## config.mk

```make
export PLATFORM = sky130hd
export DESIGN_NAME = control_operandos
export DESIGN_NICKNAME = d
export VERILOG_FILES = /design/src/rtl/control_operandos.sv
export SDC_FILE = /design/constraint.sdc
export NUM_CORES = 1
export LEC_CHECK = 0
export ABC_CLOCK_PERIOD_IN_PS = 2220
export CAP_MARGIN = 20
export CORE_UTILIZATION = 44
export DETAILED_ROUTE_END_ITERATION = 7
export PLACE_DENSITY = 0.76
export SLEW_MARGIN = 20
export SYNTH_ARGS = -nofsm -noshare
export SYNTH_HDL_FRONTEND = slang
export SYNTH_SLANG_ARGS = --single-unit
export TNS_END_PERCENT = 10
```

## constraint.sdc

```tcl
create_clock -name clk -period 2.22 [get_ports clk]
set_clock_uncertainty 0.15 [all_clocks]
set_input_delay 0.222 -clock clk [delete_from_list [all_inputs] [get_ports clk]]
set_output_delay 0.222 -clock clk [all_outputs]
set_load 0.01 [all_outputs]
```

## src/rtl/control_operandos.sv

```systemverilog
// rtl/control_operandos.sv - keypad sequencer for the BCD calculator operands
// Optional feature macro: CTRL_TIMEOUT_EN (adder watchdog, TIMEOUT_CICLOS cycles)
module control_operandos #(
    parameter int N_DIGITOS      = 4,
    parameter int TIMEOUT_CICLOS = 1024
) (
    input  logic                   clk,
    input  logic                   rst_n,
    input  logic                   tecla_valida,
    input  logic [3:0]             tecla,
    input  logic                   suma_listo,
    output logic [4*N_DIGITOS-1:0] numero_ent,
    output logic [2:0]             n_dig,
    output logic [4*N_DIGITOS-1:0] operando_a,
    output logic [4*N_DIGITOS-1:0] operando_b,
    output logic                   inicio_suma,
    output logic                   mostrar_resultado,
    output logic [1:0]             estado,
    output logic                   error
);

    localparam int         W     = 4 * N_DIGITOS;
    localparam logic [2:0] N_MAX = 3'(N_DIGITOS);

    typedef enum logic [1:0] {
        ENTRADA_A = 2'd0,
        ENTRADA_B = 2'd1,
        SUMANDO   = 2'd2,
        MOSTRAR   = 2'd3
    } estado_t;

    estado_t st, st_next;

    logic key_digito;
    logic key_guardar;
    logic key_borrar;
    logic key_cancelar;
    logic en_entrada;
    logic hay_espacio;
    logic expira;

    // Key decode; codes 0xD-0xF match nothing and therefore do nothing
    assign key_digito   = tecla_valida && (tecla <= 4'd9);
    assign key_guardar  = tecla_valida && (tecla == 4'hA);
    assign key_borrar   = tecla_valida && (tecla == 4'hB);
    assign key_cancelar = tecla_valida && (tecla == 4'hC);
    assign en_entrada   = (st == ENTRADA_A) || (st == ENTRADA_B);
    assign hay_espacio  = (n_dig < N_MAX);

`ifdef CTRL_TIMEOUT_EN
    localparam int CW = $clog2(TIMEOUT_CICLOS + 1);
    logic [CW-1:0] cuenta;

    // Watchdog counter: 0 on the first SUMANDO cycle, counts while waiting
    always_ff @(posedge clk or negedge rst_n) begin
        if (!rst_n) begin
            cuenta <= '0;
        end else if (st != SUMANDO) begin
            cuenta <= '0;
        end else begin
            cuenta <= cuenta + CW'(1);
        end
    end

    // Expiry fires on the edge closing the TIMEOUT_CICLOS-th SUMANDO cycle
    assign expira = (st == SUMANDO) && (cuenta == CW'(TIMEOUT_CICLOS - 1));
`else
    logic unused_timeout;
    assign unused_timeout = (TIMEOUT_CICLOS > 0);
    assign expira         = 1'b0;
`endif

    // State register
    always_ff @(posedge clk or negedge rst_n) begin
        if (!rst_n) begin
            st <= ENTRADA_A;
        end else begin
            st <= st_next;
        end
    end

    // Next-state logic; cancelar overrides everything, suma_listo beats expiry
    always_comb begin
        st_next = st;
        if (key_cancelar) begin
            st_next = ENTRADA_A;
        end else begin
            case (st)
                ENTRADA_A: if (key_guardar) st_next = ENTRADA_B;
                ENTRADA_B: if (key_guardar) st_next = SUMANDO;
                SUMANDO: begin
                    if (suma_listo) begin
                        st_next = MOSTRAR;
                    end else if (expira) begin
                        st_next = ENTRADA_A;
                    end
                end
                MOSTRAR:   if (key_digito) st_next = ENTRADA_A;
                default:   st_next = ENTRADA_A;
            endcase
        end
    end

    // State-derived outputs, taken straight from the state register
    always_comb begin
        estado            = st;
        mostrar_resultado = (st == MOSTRAR);
    end

    // Entry, operand, start pulse and error registers
    always_ff @(posedge clk or negedge rst_n) begin
        if (!rst_n) begin
            numero_ent  <= '0;
            n_dig       <= '0;
            operando_a  <= '0;
            operando_b  <= '0;
            inicio_suma <= 1'b0;
            error       <= 1'b0;
        end else begin
            inicio_suma <= 1'b0;
            if (key_cancelar) begin
                numero_ent <= '0;
                n_dig      <= '0;
                operando_a <= '0;
                operando_b <= '0;
                error      <= 1'b0;
            end else if (en_entrada) begin
                if (key_digito && hay_espacio) begin
                    numero_ent <= {numero_ent[W-5:0], tecla};
                    n_dig      <= n_dig + 3'd1;
                    error      <= 1'b0;
                end else if (key_borrar) begin
                    numero_ent <= '0;
                    n_dig      <= '0;
                end else if (key_guardar) begin
                    if (st == ENTRADA_A) begin
                        operando_a <= numero_ent;
                    end else begin
                        operando_b  <= numero_ent;
                        // Only the ENTRADA_B->SUMANDO step ever raises the start pulse
                        inicio_suma <= 1'b1;
                    end
                    numero_ent <= '0;
                    n_dig      <= '0;
                end
            end else if (st == SUMANDO) begin
                if (!suma_listo && expira) begin
                    operando_a <= '0;
                    operando_b <= '0;
                    error      <= 1'b1;
                end
            end else begin
                // MOSTRAR: a digit starts a fresh calculation with that digit
                if (key_digito) begin
                    operando_a <= '0;
                    operando_b <= '0;
                    numero_ent <= {{(W-4){1'b0}}, tecla};
                    n_dig      <= 3'd1;
                    error      <= 1'b0;
                end
            end
        end
    end

endmodule

```

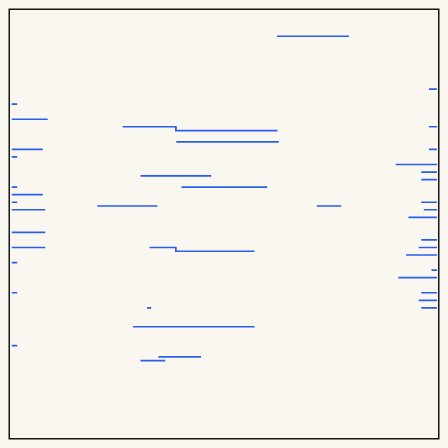
(run_1/met3.png)
39 nets have wire on it. The layer holds 4.5% of the routed length.

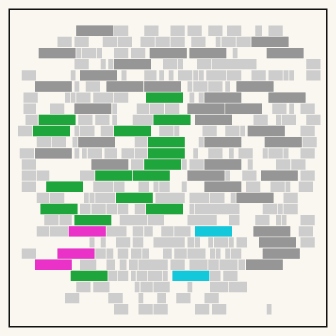
(run_1/registers.png)
Magenta shows `n_dig`, placed flops 3. Cyan shows `estado`, placed flops 2. Green shows `numero_ent`, placed flops 16.
Another 33 sequential cells are not coloured.

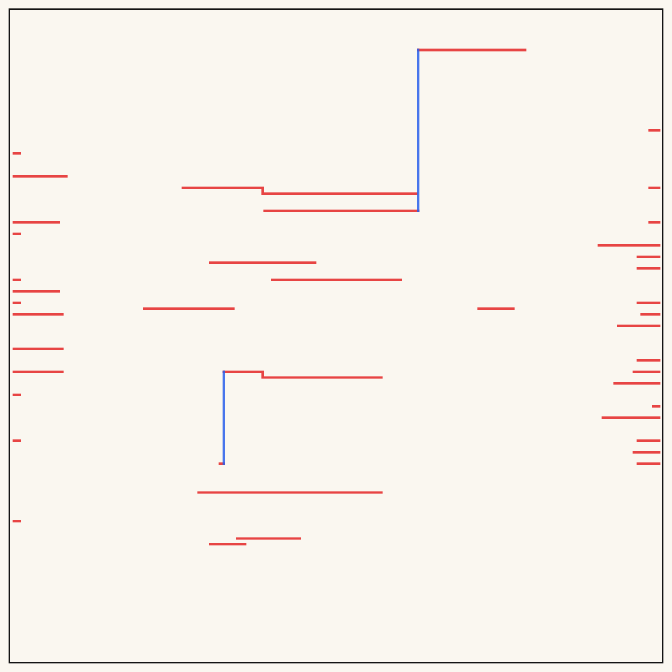
(run_1/metal_stack.png)
Only two layers are drawn.
Blue shows met4, wire length 29.9 um. Red shows met3, wire length 244 um.
average wire per standard cell: 15.2 um
count of vias placed by the detailed router: 1849
total wire length: 5.47 mm

==> flow_results.org, run 1 <==
#+TITLE: Flow metrics

** Power and ir drop
- Pleak :: 0.00162 uW
- PwrDens :: 1330 mW/mm^2
- Combinational share of power :: 47.5%
- Part of the total power dissipated in sequential elements :: 34.9%
- Net switching power :: 1570 uW

** Placement
- Port Buf Inserts :: 62
- Before CTS, the worst setup slack after placement is -0.0885 ns.
- The final weighted congestion recorded by global placement is 0.932.
- Total instance count after detailed placement :: 350

** Final timing
- Per the timing report, the achievable frequency comes out to 0.483 GHz.
- Per the final report, max-transition violations number 0.
- For the final routed database, the setup TNS stands at 0 ns.

** Floorplan
- The floorplan step records an initial core utilization of 47.2%.
- Number of rows created at floorplan :: 26
- Placeable core region :: 0.00527 mm^2
- 64 I/O pins were placed.

** Finish
- Layout cells sized above 1 :: 13.4%
- Antenna diodes :: 0

** Drt
- The first TritonRoute pass finished after 4 iterations.

** Global routing
- Largest net degree at the start of global routing :: 27
- Total congestion overflow :: 0
- The number of global-route vias before repair came to 1783.

** Clock tree
- Clock latency on the worst-skew pair :: 0.31 ns
- TritonCTS clock tree :: yes
- The registers of the reported paths see a clock transition of 0.10 ns.
- Clock buffer count from CTS :: 5

** Synthesis
- The number of nets handed over by synthesis was 228.
- The synthesis report names the predominant flop master as sky130_fd_sc_hd__dfrtp_1.
- Synthesis inferred 54 register bits.
- Yosys stat counts 214 cells in the synthesized netlist.
- Yosys reports a chip area of 0.00248 mm^2.

** Critical path
- According to the timing report, the arrival time at the worst endpoint equals 2.14 ns.
- The critical path endpoint has a required time of 2.29 ns.
- Looking at the setup timing report, the critical path kind is register to register.
- The worst setup path is captured at a register.

** Outcome
- The flow ran to the end, and the final reports show no timing, DRC or antenna violations.
-- run 1: flip-flops by register name, summed over array words and instances (netlist names) --
name         flops
estado           2
operando_b      16
inicio_suma      1
numero_ent      16
n_dig            3
operando_a      16
-- run 1: worst paths after layout --
| kind | from | cells after the start | to | slack, ns |
|---|---|---|---|---|
| min in group clk | tecla[0] | 3 | numero_ent[0]$_DFFE_PN0P_ | 0.37 |
| hold / removal | rst_n | 2 | numero_ent[14]$_DFFE_PN0P_ | 0.22 |
| hold reg to reg | operando_b[3]$_DFFE_PN0P_ | 2 | operando_b[3]$_DFFE_PN0P_ | 0.38 |
| setup / recovery | estado[0]$_DFFE_PN0P_ | 7 | operando_a[1]$_DFFE_PN0P_ | 0.15 |
| setup reg to reg | estado[0]$_DFFE_PN0P_ | 7 | operando_a[1]$_DFFE_PN0P_ | 0.15 |
| max in group asynchronous | rst_n | 3 | operando_b[5]$_DFFE_PN0P_ | 1.08 |
-- run 1: kinds of logic after synthesis --
logic type	after synthesis	share of synthesized area, %
compound gates	24	8.46
flops	54	54.4
other cells	1	0.151
buf+inv	20	4.43
simple gates	70	13.7
fa+ha+maj	6	3.02
mux	39	15.9
-- run 1: layer usage --
metal	vias up	part of all wire (%)	track usage (%)
li1	884	-	-
met4	0	0.53	4.53
met1	908	47	27.3
met3	4	4.5	4.29
met2	53	48	31.8
met5	-	0	0
-- run 1: power groups by stage --
stage / combinational (uW) / sequential [uW] / clock, uW
after floorplan: 972 / 1710 / 0
after CTS: 2170 / 1590 / 809
after global routing: 2350 / 1650 / 863
after global placement: 2120 / 1610 / 0
after detailed placement: 2150 / 1610 / 0
final: 2170 / 1590 / 801
-- run 1: layout make-up --
class | count | area [um^2]
clock buffer | 6 | 82.6
clock inverter | 2 | 60.1
fill | 432 | 1840
inverter | 8 | 30.0
multi-input combinational | 140 | 1030
sequential | 54 | 1350
tap | 70 | 87.6
timing repair buffer | 81 | 786
-- run 1: stage by stage --
step | utilization, % | hold WS, ns
floorplan | - | -0.224
global placement | 61.8 | 0.0260
detailed placement | 61.8 | 0.0302
CTS | 65.0 | 0.233
global route | 65.0 | 0.248
finish | 65.0 | 0.221
-- run 1: critical path: stages, from the launching register on --
cell	delay (ns)
sky130_fd_sc_hd__dfrtp_1	0.40
sky130_fd_sc_hd__inv_1	0.07
sky130_fd_sc_hd__buf_4	0.14
sky130_fd_sc_hd__ha_1	0.26
sky130_fd_sc_hd__nor4_4	0.34
sky130_fd_sc_hd__o21bai_2	0.20
sky130_fd_sc_hd__buf_12	0.19
sky130_fd_sc_hd__mux2i_1	0.23
-- run 1: repair_timing --
| item | in CTS | in global routing |
|---|---|---|
| buffers inserted | 2 | 0 |
| setup endpoints to repair | 15 | 5 |
| gates resized | 1 | 1 |
| hold buffers | 1 | 0 |
| endpoints found under the hold margin | 17 | 0 |
==> run 1 -> run 2 <==
--- a/config.mk
+++ b/config.mk
@@ -9,6 +9,7 @@
 export CAP_MARGIN = 20
 export CORE_UTILIZATION = 44
 export DETAILED_ROUTE_END_ITERATION = 7
+export MAX_ROUTING_LAYER = met4
 export PLACE_DENSITY = 0.76
 export SLEW_MARGIN = 20
 export SYNTH_ARGS = -nofsm -noshare
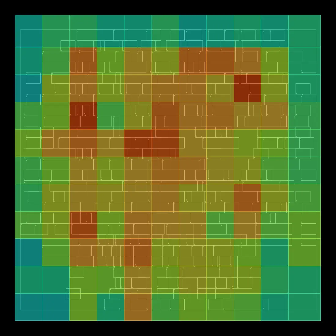
(run_2/final_congestion.png)
global-route track usage on met1: 27.5%
met3 global-route usage: 3.33%

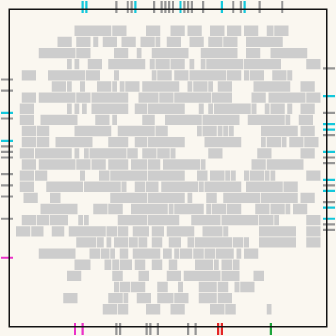
(run_2/pins.png)
Pins as bars across the die edge, other pins in grey.
Cyan shows `operando_a`, pins 16, direction output, edge 8 right, 6 top, 2 left. Green shows `error`, pins 1, direction output, edge bottom. Red shows `estado`, pins 2, direction output, edge bottom. Magenta shows `n_dig`, pins 3, direction output, edge 2 bottom, 1 left.
All pins by edge: 22 top, 17 right, 13 left, 12 bottom.
Port Buf Inserts: 62
Die Y: 77.2 um
floorplan die width: 77.2 um

==> run 2 against run 1 <==
Against the previous run: wire length rose by 2.1%; register-to-register slack got worse by 0.07 ns; non-clock buffer count rose by 5; final cell count rose by 1.1%; fmax fell by 3.4%; critical endpoint is now operando_a[5]$_DFFE_PN0P_; first-iteration DRC count fell by 20%; setup slack got worse by 0.074 ns; hold slack got worse by 0.013 ns; synthesized area did not move; largest power group unchanged.
==> flow_results.org, run 2 <==
#+TITLE: Flow metrics

** Synthesis
- Net count after synthesis :: 228 (unchanged)
- Ys cells :: 214 (unchanged)
- The chip area in the Yosys report was 0.00248 mm^2 (unchanged).

** Floorplan
- Number of rows created at floorplan :: 26 (unchanged)
- The fraction of the core area occupied by cells at floorplan came to 47.2% (unchanged).
- Placeable core region :: 0.00527 mm^2 (unchanged)
- The number of top-level pins came to 64 (unchanged).

** Critical path
- Buffer and inverter count on the worst path :: 2 (was 3)
- The element type at the critical path end was a register (unchanged).
- WP data required :: 2.29 ns (about the same)
- CP Depth :: 7 (unchanged)
- WP data arrival :: 2.22 ns (was 2.14 ns)
- Reg2Reg Depth :: 7 (unchanged)

** Finish
- The share of final-layout standard cells stronger than drive strength 1 was 14.2% (was 13.4%).
- Multi-input logic area :: 0.00104 mm^2 (was 0.00103 mm^2)
- Fillcell total :: 432 (unchanged)

** Placement
- Total instance count after detailed placement :: 352 (was 350)
- Gpl congestion :: 0.866 (was 0.932)

** Outcome
- Status :: finished clean (unchanged)

** Global routing
- Via count of the first global-routing pass :: 1773 (was 1783)

** Drt
- The routed via count is 1886 (was 1849).
- Number of search-and-repair iterations in the first detailed-routing pass :: 4 (unchanged)

** Power and ir drop
- The ratio of total power to cell area was 1280 mW/mm^2 (was 1330 mW/mm^2).
## run 2: metrics by stage
stage,setup slack [ns],cell area [um^2],util (%)
floorplan,0.0221,2480,-
global placement,-0.0497,3270,62.1
detailed placement,-0.101,3270,62.1
CTS,0.0897,3380,64.1
global route,-0.0114,3430,65.0
finish,0.0758,3430,65.0
## run 2: logic make-up after synthesis
| logic type | count (synthesis) | synth area share (%) |
|---|---|---|
| AND-OR/OR-AND | 24 | 8.46 |
| adder cells (fa/ha/maj) | 6 | 3.02 |
| buffers and inverters | 20 | 4.43 |
| flip-flops | 54 | 54.4 |
| multiplexers | 39 | 15.9 |
| other | 1 | 0.151 |
| AND/OR/NAND/NOR | 70 | 13.7 |
## run 2: final cells by class
| class | count | share of cell area, % |
|---|---|---|
| inverter | 8 | 0.876 |
| sequential | 54 | 39.4 |
| timing repair buffer | 86 | 24.5 |
| clock buffer | 6 | 2.12 |
| tap | 70 | 2.56 |
| multi-input combinational | 140 | 30.3 |
| clock inverter | 1 | 0.219 |
## run 2: final timing paths
path / from / endpoint / slack, ns
max: estado[0]$_DFFE_PN0P_ / operando_a[5]$_DFFE_PN0P_ / 0.08
min: rst_n / numero_ent[11]$_DFFE_PN0P_ / 0.21
max reg2reg: estado[0]$_DFFE_PN0P_ / operando_a[5]$_DFFE_PN0P_ / 0.08
min reg2reg: operando_b[0]$_DFFE_PN0P_ / operando_b[0]$_DFFE_PN0P_ / 0.38
max in group asynchronous: rst_n / operando_b[2]$_DFFE_PN0P_ / 1.12
min in group clk: operando_b[0]$_DFFE_PN0P_ / operando_b[0]$_DFFE_PN0P_ / 0.38
## run 2: power breakdown
| group | internal [uW] | leakage [uW] | switching (uW) | total [uW] |
|---|---|---|---|---|
| combinational | 1270 | 0.000844 | 1000 | 2270 |
| sequential | 1310 | 0.000731 | 285 | 1600 |
| clock | 217 | 0.0000373 | 296 | 513 |
## run 2: repair_timing
action | CTS | global route
gates cloned | 0 | 1
hold buffers | 1 | 0
pin swaps | 0 | 2
gates resized | 1 | 2
buffers inserted | 2 | 2
setup endpoints to repair | 16 | 4
endpoints found under the hold margin | 16 | 0
## run 2: per-layer routing
layer	vias up	GRT usage (%)	routed length (um)
li1	894	-	-
met5	-	-	0
met3	4	3.33	297
met2	60	31.3	2720
met4	0	4.53	24
met1	928	27.5	2540
==> run 2 -> run 3 <==
--- a/config.mk
+++ b/config.mk
@@ -11,6 +11,7 @@
 export DETAILED_ROUTE_END_ITERATION = 7
 export MAX_ROUTING_LAYER = met4
 export PLACE_DENSITY = 0.76
+export SKIP_CTS_REPAIR_TIMING = 1
 export SLEW_MARGIN = 20
 export SYNTH_ARGS = -nofsm -noshare
 export SYNTH_HDL_FRONTEND = slang
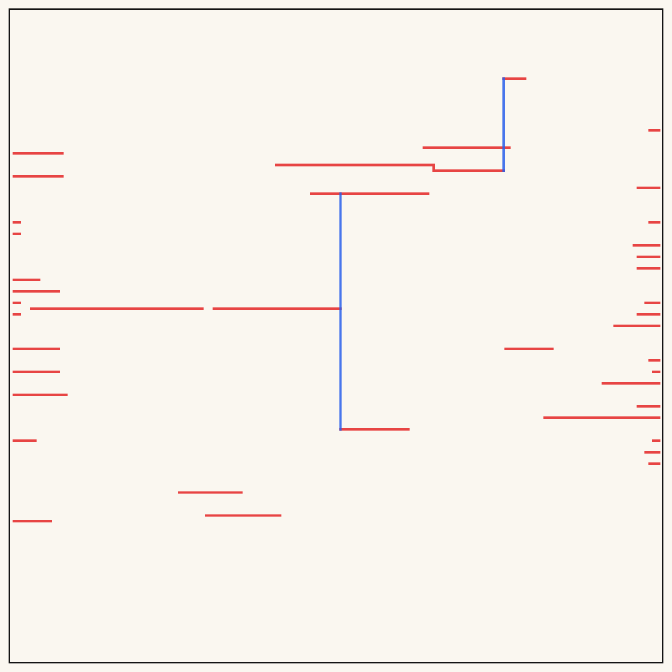
(run_3/metal_stack.png)
Only two layers are drawn.
Blue shows met4, wire length 38.8 um. Red shows met3, wire length 216 um.

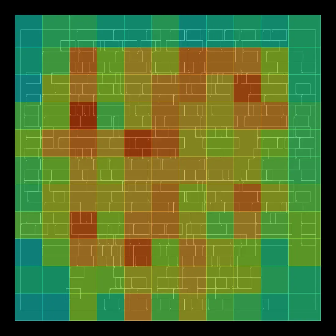
(run_3/final_congestion.png)
total global routing track utilization: 20.0%
busiest grt layer: met2
final cell utilization of the core: 64.2%
M2 GR Usage: 31.2%
average wire per standard cell: 15.3 um

==> run 3 against run 2 <==
Against the previous run: critical path depth unchanged; fmax up 4.0%; final cell count down 1.1%; power down 1.4%; via count down 1.7%; critical path type unchanged; combinational power down 3%; register-to-register slack better by 0.08 ns; critical endpoint is now operando_a[9]$_DFFE_PN0P_; hold slack about the same; sequential share of layout area up 0.50 points; flip-flop count unchanged; clock power about the same; clock-buffer cell count unchanged.
==> flow_results.org, run 3 <==
#+TITLE: Flow metrics

** Outcome
- Status: finished clean (unchanged).

** Clock tree
- The insertion delay at the late pin of the worst-skew pair was 0.30 ns (about the same).
- Clock transition at path regs :: 0.10 ns (about the same)

** Finish
- Layout cells sized above 1 :: 13.1% (was 14.2%)
- The filler cell count was 442 (was 432).
- Antenna diodes :: 0 (unchanged)
- The area of all placed cells without fillers was 0.00338 mm^2 (was 0.00343 mm^2).

** Synthesis
- The number of cells in the yosys synthesis report was 214 (unchanged).
- The top flip-flop cell by instance count after synthesis is sky130_fd_sc_hd__dfrtp_1 (unchanged).
- The post-synthesis net count is 228 (unchanged).
- The post-synthesis register bit count is 54 (unchanged).

** Power and ir drop
- Pleak :: 0.00159 uW (was 0.00161 uW)
- Proportion of power drawn by the clock network :: 11.9% (was 11.7%)
- Combinational share of power :: 51.1% (was 51.8%)
- Cell-internal power :: 2750 uW (was 2800 uW)
- Part of the total power dissipated in sequential elements :: 37.0% (was 36.5%)
- PwrDens :: 1280 mW/mm^2 (about the same)
- The net switching component of the power was 1570 uW (was 1580 uW).

** Drt
- Count of vias placed by the detailed router :: 1853 (was 1886)
- The count of TritonRoute iterations in the first routing pass is 4 (unchanged).
- The routed wire length came to 5.51 mm (was 5.59 mm).

** Critical path
- Reg2Reg Depth :: 7 (unchanged)
- The reg-to-reg critical path startpoint was estado[0]$_DFFE_PN0P_ (unchanged).
- The category of the most critical setup path is register to register (unchanged).
- The buffer-and-inverter tally for the worst setup path came to 2 (unchanged).
- The worst-path cell with the longest stage delay is sky130_fd_sc_hd__dfrtp_1 (unchanged).
- Cell breakdown of the critical path :: inv_1 > ha_1 > or2_4 > nor4_4 > o21bai_2 > buf_12 > mux2i_1 (was inv_1 > ha_1 > or2_4 > nor4_4 > o21bai_4 > clkbuf_16 > mux2i_1)
- The worst path required time was 2.30 ns (was 2.29 ns).
- The data arrival at the endpoint of the critical path came to 2.14 ns (was 2.22 ns).
- Reg2reg end :: operando_a[9]$_DFFE_PN0P_ (was operando_a[5]$_DFFE_PN0P_)
- The element type at the critical path end is a register (unchanged).
- Slack of the worst reg-to-reg path :: 0.16 ns (was 0.08 ns)
- The cell type group with the largest total delay on the critical path is simple AND/OR/NAND/NOR gates (unchanged).

** Floorplan
- The fraction of the core area occupied by cells at floorplan came to 47.2% (unchanged).
- The area of the core was 0.00527 mm^2 (unchanged).
- Number of rows created at floorplan :: 26 (unchanged)
- The die span in x came to 77.2 um (unchanged).
- Die Y :: 77.2 um (unchanged)

** Global routing
- The pin count of the biggest net entering global routing was 25 (unchanged).
- The number of global-route vias before repair was 1768 (was 1773).
- The overall overflow remaining after global route is 0 (unchanged).

** Placement
- Port Buf Inserts :: 62 (unchanged)
- Post-placement cell area :: 0.00327 mm^2 (unchanged)

** Final timing
- Worst hold slack across all endpoints :: 0.207 ns (was 0.208 ns)
- Setup total negative slack :: 0 ns (unchanged)
- Max Fclk :: 0.485 GHz (was 0.466 GHz)
==> run 3: how the worst max path moves through the flow <==
stage                                from                          to  depth (start not counted)
CTS                 estado[1]$_DFFE_PN0P_   numero_ent[8]$_DFFE_PN0P_                          6
floorplan           estado[0]$_DFFE_PN0P_  operando_a[10]$_DFFE_PN0P_                          9
global placement             tecla_valida       estado[0]$_DFFE_PN0P_                          6
global route        estado[0]$_DFFE_PN0P_   operando_a[0]$_DFFE_PN0P_                          7
detailed placement  estado[1]$_DFFE_PN0P_   numero_ent[8]$_DFFE_PN0P_                          6
finish              estado[0]$_DFFE_PN0P_   operando_a[9]$_DFFE_PN0P_                          7
==> run 3: kinds of logic after synthesis <==
group / count (synthesis) / synth area share (%)
other: 1 / 0.151
AOI/OAI and AO/OA: 24 / 8.46
DFF: 54 / 54.4
adders and majority gates: 6 / 3.02
muxes: 39 / 15.9
and+or+nand+nor: 70 / 13.7
buffers and inverters: 20 / 4.43
==> run 3: worst register-to-register path, cell delays in order (launching register included) <==
cell	delay [ns]
sky130_fd_sc_hd__dfrtp_1	0.39
sky130_fd_sc_hd__inv_1	0.07
sky130_fd_sc_hd__ha_1	0.23
sky130_fd_sc_hd__or2_4	0.31
sky130_fd_sc_hd__nor4_4	0.22
sky130_fd_sc_hd__o21bai_2	0.20
sky130_fd_sc_hd__buf_12	0.20
sky130_fd_sc_hd__mux2i_1	0.24
==> run 3: layout make-up <==
| class | count | area (um^2) | area share, % |
|---|---|---|---|
| repair buffers | 82 | 806 | 23.8 |
| flip-flops and latches | 54 | 1350 | 39.9 |
| clock inverters | 1 | 7.51 | 0.222 |
| inverters | 8 | 30.0 | 0.887 |
| well taps | 70 | 87.6 | 2.59 |
| multi-input cells | 140 | 1030 | 30.4 |
| clock buffers | 6 | 72.6 | 2.14 |
==> run 3: power groups by stage <==
stage | combinational, uW | clock [uW] | sequential [uW]
after floorplan | 972 | 0 | 1710
final | 2210 | 514 | 1600
after global routing | 2390 | 576 | 1650
after global placement | 2130 | 0 | 1610
after detailed placement | 2170 | 0 | 1610
after CTS | 2190 | 527 | 1600
==> run 3: per-stage QoR <==
stage	std cells	setup slack [ns]	power (uW)
3_3_place_gp	352	-0.0497	3740
6_report	361	0.159	4320
2_1_floorplan	214	0.0221	2680
5_1_grt	361	0.0497	4610
4_1_cts	359	-0.126	4310
3_5_place_dp	352	-0.101	3790
==> run 3: per-layer routing <==
metal | wire length [um] | vias up
met3 | 215 | 5
met4 | 38 | 0
met5 | 0 | -
li1 | - | 882
met1 | 2600 | 919
met2 | 2660 | 47
Power and IR drop assume default switching activity.
